**Routed metal per tile**

Scale: 4 px per µm. The die is cut into 20 by 20 equal tiles; dark blue is low, red is high, scaled to the fullest tile. Values are wire area over tile area, all layers added.
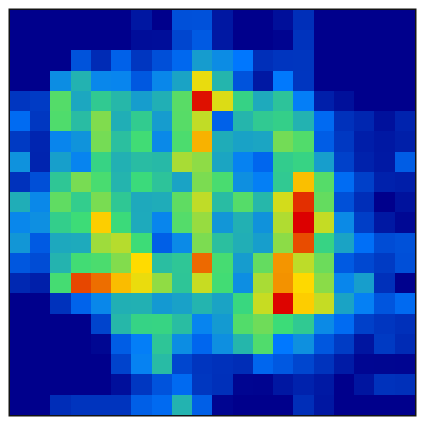
**Where the registers sit**

Scale: 6 px per µm. Other sequential cells in the stronger grey, the rest of the logic in the fainter grey.
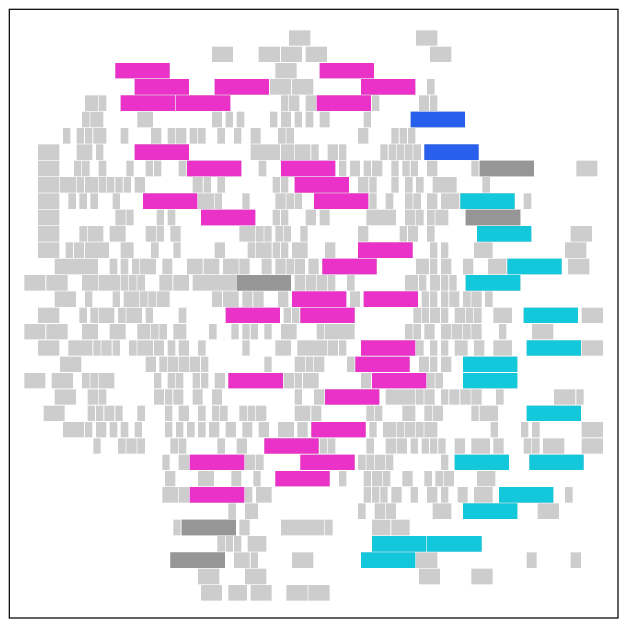
**Cell placement**

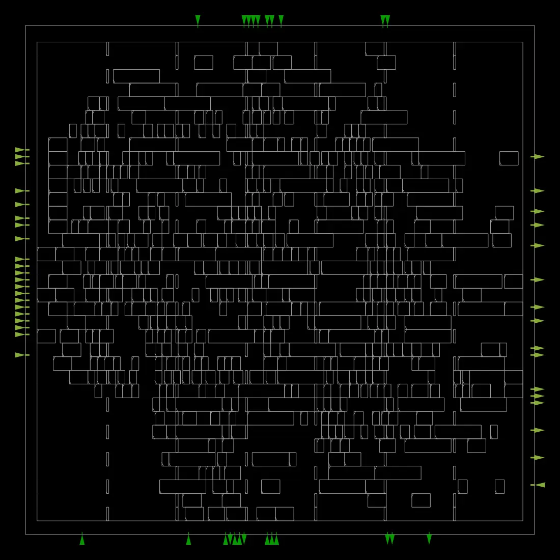
**Wiring by layer**

Scale: 4 px per µm. Only two layers are drawn.
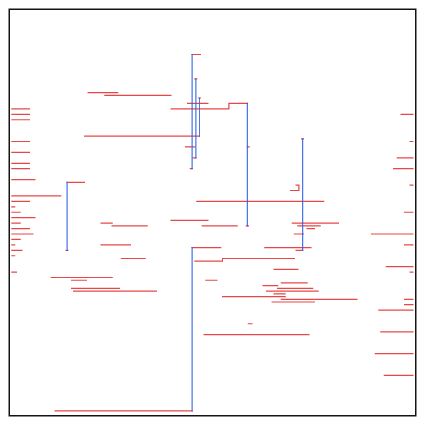
**Port wiring**

Scale: 4 px per µm.
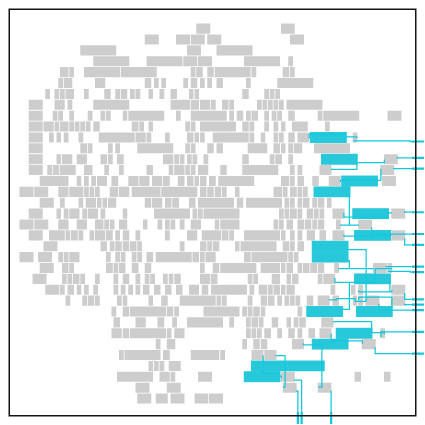
===== src/rtl/unshift32.sv =====
// unshift32: two-stage pipelined 32->16 logical right-shift recovery with flags.
// Optional build macro UNSHIFT32_ROUND_EN selects round-half-up on out_a.
module unshift32 (
    input  logic        clk,
    input  logic        rst_n,
    input  logic        in_valid,
    output logic        in_ready,
    input  logic [31:0] in_r,
    input  logic [3:0]  in_dist,
    output logic        out_valid,
    input  logic        out_ready,
    output logic [15:0] out_a,
    output logic        out_ovf,
    output logic        out_inexact
);

    logic        s1_valid;
    logic [31:0] s1_val;
    logic [1:0]  s1_d;
    logic        s1_sticky;
    logic        advance;

    logic [31:0] c1_val;
    logic        c1_sticky;
    logic [31:0] c2_q;
    logic        c2_sticky;
    logic [15:0] c2_a;
    logic        c2_ovf;

`ifdef UNSHIFT32_ROUND_EN
    logic        s1_rnd;
    logic        c1_rnd;
    logic        c2_rbit;
    logic [32:0] c2_sum;
`endif

    // S2 drains or is empty; S1 follows S2 under the same condition
    assign advance  = !out_valid || out_ready;
    assign in_ready = !s1_valid || advance;

    // Coarse shift by a multiple of four plus sticky of the dropped nibbles
    always_comb begin
        c1_val    = in_r;
        c1_sticky = 1'b0;
        unique case (in_dist[3:2])
            2'd0: begin
                c1_val    = in_r;
                c1_sticky = 1'b0;
            end
            2'd1: begin
                c1_val    = {4'b0, in_r[31:4]};
                c1_sticky = |in_r[3:0];
            end
            2'd2: begin
                c1_val    = {8'b0, in_r[31:8]};
                c1_sticky = |in_r[7:0];
            end
            2'd3: begin
                c1_val    = {12'b0, in_r[31:12]};
                c1_sticky = |in_r[11:0];
            end
        endcase
    end

`ifdef UNSHIFT32_ROUND_EN
    // Last bit dropped by the coarse shift; it is the round bit when
    // the fine shift distance is zero
    always_comb begin
        c1_rnd = 1'b0;
        unique case (in_dist[3:2])
            2'd0: c1_rnd = 1'b0;
            2'd1: c1_rnd = in_r[3];
            2'd2: c1_rnd = in_r[7];
            2'd3: c1_rnd = in_r[11];
        endcase
    end
`endif

    // Fine shift by 0..3 and final sticky accumulation
    always_comb begin
        c2_q      = s1_val;
        c2_sticky = s1_sticky;
        unique case (s1_d)
            2'd0: begin
                c2_q      = s1_val;
                c2_sticky = s1_sticky;
            end
            2'd1: begin
                c2_q      = {1'b0, s1_val[31:1]};
                c2_sticky = s1_sticky | s1_val[0];
            end
            2'd2: begin
                c2_q      = {2'b0, s1_val[31:2]};
                c2_sticky = s1_sticky | (|s1_val[1:0]);
            end
            2'd3: begin
                c2_q      = {3'b0, s1_val[31:3]};
                c2_sticky = s1_sticky | (|s1_val[2:0]);
            end
        endcase
    end

`ifdef UNSHIFT32_ROUND_EN
    // Round half-up; a carry past bit 15 reports overflow and wraps
    always_comb begin
        c2_rbit = s1_rnd;
        unique case (s1_d)
            2'd0: c2_rbit = s1_rnd;
            2'd1: c2_rbit = s1_val[0];
            2'd2: c2_rbit = s1_val[1];
            2'd3: c2_rbit = s1_val[2];
        endcase
        c2_sum = {1'b0, c2_q} + {32'b0, c2_rbit};
        c2_a   = c2_sum[15:0];
        c2_ovf = |c2_sum[32:16];
    end
`else
    // Truncated result; any surviving high bit is an overflow
    always_comb begin
        c2_a   = c2_q[15:0];
        c2_ovf = |c2_q[31:16];
    end
`endif

    // Stage 1 register: coarse-shifted operand and residual distance
    always_ff @(posedge clk or negedge rst_n) begin
        if (!rst_n) begin
            s1_valid  <= 1'b0;
            s1_val    <= '0;
            s1_d      <= '0;
            s1_sticky <= 1'b0;
        end else if (in_ready) begin
            s1_valid <= in_valid;
            if (in_valid) begin
                s1_val    <= c1_val;
                s1_d      <= in_dist[1:0];
                s1_sticky <= c1_sticky;
            end
        end
    end

`ifdef UNSHIFT32_ROUND_EN
    // Round bit carried alongside the stage 1 operand
    always_ff @(posedge clk or negedge rst_n) begin
        if (!rst_n) begin
            s1_rnd <= 1'b0;
        end else if (in_ready && in_valid) begin
            s1_rnd <= c1_rnd;
        end
    end
`endif

    // Output register: result and flags held stable while stalled
    always_ff @(posedge clk or negedge rst_n) begin
        if (!rst_n) begin
            out_valid   <= 1'b0;
            out_a       <= '0;
            out_ovf     <= 1'b0;
            out_inexact <= 1'b0;
        end else if (advance) begin
            out_valid <= s1_valid;
            if (s1_valid) begin
                out_a       <= c2_a;
                out_ovf     <= c2_ovf;
                out_inexact <= c2_sticky;
            end
        end
    end

endmodule


===== config.mk =====
export PLATFORM = sky130hd
export DESIGN_NAME = unshift32
export DESIGN_NICKNAME = d
export VERILOG_FILES = /design/src/rtl/unshift32.sv
export SDC_FILE = /design/constraint.sdc
export NUM_CORES = 1
export LEC_CHECK = 0
export ABC_AREA = 1
export CORE_MARGIN = 2
export CORE_UTILIZATION = 35
export DETAILED_ROUTE_END_ITERATION = 7
export GPL_TIMING_DRIVEN = 1
export PLACE_DENSITY = 0.65
export RECOVER_POWER = 100
export SETUP_SLACK_MARGIN = 0.02
export SYNTH_ARGS = -nofsm -noshare
export SYNTH_HDL_FRONTEND = slang
export SYNTH_SLANG_ARGS = --single-unit

===== constraint.sdc =====
create_clock -name clk -period 1.7 [get_ports clk]
set_input_delay 0.34 -clock clk [delete_from_list [all_inputs] [get_ports clk]]
set_output_delay 0.34 -clock clk [all_outputs]
set_load 0.02 [all_outputs]

==> highlights.md <==
- finished clean — outcome
- 0.24 ns — worst setup slack for register-to-register paths
- buffers and inverters — Top Family by Delay on Critical Path
- 5 — Num CTS Buffers
- 27.04% — signed area change from the synthesized netlist to the final layout
- 0.4116 ns — worst hold slack
- 36.65% — Net Sw Frac
- sky130_fd_sc_hd__dfrtp_1 — largest area contributor in the synthesized netlist
- 15260 µm — first-pass GRT wire length
- 7 — FF-to-FF path depth
- 55 — clock net sink count
- 2.520 mW — Cell Int Power
- out_a[7] — CP Launch Point
- sky130_fd_sc_hd__clkdlybuf4s50_1 — highest-delay cell along the critical path
- 26 — count of tool warnings
- 0.61 ns — peak per-stage delay on the critical path
- 2 — Clock Path Buffers
- 9.672% — share of post-route cells with drive strength above 1
- 6.979 µm² — mean cell area of the mapped netlist
- 0 — number of flops mapped to enable cells by yosys
- 1 — CP bufs+invs
- 3131 — via count of the first global-routing pass
- 263 — violation count after the first detailed-routing iteration
- false — unrepaired setup endpoints after global routing
- sky130_fd_sc_hd__dfrtp_1 (42%), sky130_fd_sc_hd__nand2_1 (17%), sky130_fd_sc_hd__o21ai_0 (6.7%) — largest cells by area after synthesis
- 55 — Flops after synth
- 27 — unique cell type count in the Yosys netlist
- 0.001588 mm² — area occupied by multi-input gates
- 0 — diodes inserted
- 0 — hold buffer count at cts
- 0 — remaining antenna violation count after routing
- 101.2 µm — Die Wd
- 0 — max-cap violation count
- 1.29 ns — Worst EP arrival
- 0.006465 ns — Final Skew
- 1.347 ns — slew of the pin with the lowest slew margin
- 2 — H-tree depth
- 589 — number of nets in the layout
- 0 — final setup fails
- yes — CTS tree
- 101.2 µm — Die H
- flop — startpoint class of the critical path
- 37.9% — combinational share of power
- 946.4 mW/mm² — power density over the cells
- s1_val[21] — reg-to-reg endpoint
- 0.003308 mm² — mapped cell area
- 41.60% — sequential element share of the synthesized area
- 5.114 — via/cell ratio
- 0.3637 mV — worst voltage drop across the vdd grid
- flop to output pin — path type of the worst setup path
- 0 — number of max-slew violations in the final report
- 0.01025 mm² — area of the die
- 1.943 nW — standby leakage power
- 0 — Post CTS Setup Buffer Count
- input port to async pin — min-delay worst type
- 474 — cell total in the yosys stat output
- 0 — number of warnings printed during yosys synthesis
- 0 — total count of hold-check failures in the final report
- sky130_fd_sc_hd__nand2_1 — most common cell in the netlist
- 1.458 mW — Sw Pwr
- 514 — floorplan net count
- 35 — number of placement rows
- 3.978 mW — Overall Power
- 2 — maximum fanout along the worst path
- 2 — # resized after CTS
- sky130_fd_sc_hd__dfrtp_1 — most used flip-flop cell
- sky130_fd_sc_hd__nand2_1 (154), sky130_fd_sc_hd__dfrtp_1 (55), sky130_fd_sc_hd__o21ai_0 (44) — commonest cells in the netlist
- output pin — endpoint class of the critical path
- 7275 µm — DP Wirelength
- sky130_fd_sc_hd__clkbuf_8 — root buffer cell
- 1.630 ns — shortest clock period the worst path allows after layout
- 0 — antenna violations before repair
- 474 — number of standard cells after synthesis
- 44.9% — sequential fraction of design power
- 0.003308 mm² — yosys synthesis chip area
- out_valid — startpoint of the lowest-slack register-to-register path
- out_a[7] — crit path capture
- 6 — number of iterations in the first detailed-routing pass
- 0.30 ns — clock insertion delay at the later pin of the skew report
- 965 — number of fill cells
- 35.97% — initial core utilization
- 100.0% — share of async-settable or async-resettable flops after synthesis
- 0 — grt total ovfl
- 56 — maximum number of pins on one net before global-route repair
- 0 — DRC violations left
- 0.9055 — placer's final routability congestion estimate
- 0.6136 GHz — timing-limited maximum frequency
- 1 — critical path depth in cells
- 17.2% — proportion of power drawn by the clock network
- clkdlybuf4s50_1 — CP cell instances
- 41.60% — Largest type area fraction
- 10.17% — headroom to the max-slew limit
- 0.09 ns — clock slew at the register clock pins of the worst setup and hold paths
- 1.36 ns — critical path data required time
- 95.86% — final worst path period share
Notes on 'routed metal per tile' above:
fullest tile: 0.55
densest ninth of the die: centre
mean over tiles: 0.15
final wirelength: 9340 µm
post-detailed-route wirelength per cell: 14.17 µm
vias: 3370
total routing resource utilization after global routing: 18.80%

Notes on 'where the registers sit' above:
legend:
  cyan:
    name_in_the_netlist: `out_a`
    flops: 16
  blue:
    name_in_the_netlist: `s1_d`
    flops: 2
  magenta:
    name_in_the_netlist: `s1_val`
    flops: 32
not coloured: 5
post-layout util: 45.70%
Flop+latch power: 1.79 mW
combined flip-flop and latch cell area: 0.001376 mm²
sequential share of cell area: 32.75%

Notes on 'cell placement' above:
sequential cell count: 55
final non-filler cell total: 659
tapcells inserted: 111
Core ar.: 0.009196 mm²

Notes on 'wiring by layer' above:
legend:
  red:
    layer: metal 3
    wire_length: 589 µm
  blue:
    layer: metal 4
    wire_length: 174 µm

Notes on 'port wiring' above:
legend:
  cyan:
    port: `out_a`
    bits: 16
    direction: output
    edge: 13 east, 3 south
    end_cells: 16
    buffers: 16
    wire: 346 µm
Top Ports: 60
number of buffer cells added on primary ports: 59

==> area by class of cell <==
| cell class | instances | area share (%) |
|---|---|---|
| inverter | 51 | 4.614 |
| timing repair buffer | 91 | 19.74 |
| clock buffer | 5 | 1.637 |
| tap | 111 | 3.305 |
| sequential | 55 | 32.75 |
| clock inverter | 1 | 0.1786 |
| multi-input combinational | 345 | 37.78 |
==> routing by layer <==
metal / GRT usage, % / routed length (µm) / vias to the layer above
li1: - / - / 1683
met1: 26.02 / 4389 / 1548
met2: 30.31 / 4189 / 124
met3: 3.175 / 588 / 15
met4: 5.613 / 174 / 0
met5: 0 / 0 / -
==> flip-flops by register name, indices dropped and copies added, names as in the netlist <==
register     count
s1_val          32
out_a           16
s1_d             2
out_inexact      1
out_ovf          1
out_valid        1
s1_sticky        1
s1_valid         1
==> cells in the final DEF (no fill, tap or decap), types with 2 or more instances in the layout <==
cell	instances
sky130_fd_sc_hd__inv_1	43
sky130_fd_sc_hd__nand3_1	35
sky130_fd_sc_hd__nand4_1	3
sky130_fd_sc_hd__clkbuf_8	5
sky130_fd_sc_hd__clkdlybuf4s50_1	53
sky130_fd_sc_hd__inv_2	7
sky130_fd_sc_hd__nor2_2	2
sky130_fd_sc_hd__clkbuf_1	5
sky130_fd_sc_hd__o211ai_1	4
sky130_fd_sc_hd__nand2_2	3
sky130_fd_sc_hd__nor2_1	39
sky130_fd_sc_hd__dfrtp_1	55
sky130_fd_sc_hd__nand2_1	154
sky130_fd_sc_hd__o21ai_0	52
sky130_fd_sc_hd__o21ai_1	6
sky130_fd_sc_hd__nor2_4	3
sky130_fd_sc_hd__dlygate4sd2_1	2
sky130_fd_sc_hd__o22a_1	12
sky130_fd_sc_hd__clkbuf_2	2
sky130_fd_sc_hd__o22ai_1	5
sky130_fd_sc_hd__a21oi_1	20
sky130_fd_sc_hd__buf_12	3
sky130_fd_sc_hd__a31oi_1	3
sky130_fd_sc_hd__buf_4	25
==> stage by stage <==
stage	setup TNS (ns)	area (µm²)	worst slack [ns]	instances
final	0	4203	0.07031	659
after global routing	0	4203	0.01974	659
after CTS	0	4258	0.05649	659
after detailed placement	-3.737	4184	-0.2494	653
after global placement	-2.541	4184	-0.1977	653
after floorplan	0	3308	0.2296	474
==> power by group through the flow <==
| stage | clock [mW] | sequential, mW | combinational, mW |
|---|---|---|---|
| 6_report | 0.685 | 1.79 | 1.51 |
| 4_1_cts | 0.705 | 1.79 | 1.56 |
| 3_3_place_gp | 0 | 1.80 | 1.54 |
| 5_1_grt | 0.754 | 1.83 | 1.65 |
| 3_5_place_dp | 0 | 1.82 | 1.56 |
| 2_1_floorplan | 0 | 1.95 | 0.698 |
==> cell families (layout without fill, tap and decap cells) <==
| family | after synthesis | after routing | share of synthesized area (%) |
|---|---|---|---|
| flip-flops | 55 | 55 | 41.60 |
| AND-OR/OR-AND | 104 | 104 | 17.97 |
| AND/OR/NAND/NOR | 241 | 241 | 30.45 |
| buffers and inverters | 74 | 148 | 9.985 |
No activity file was given, so power comes from the tool's default toggle rates.
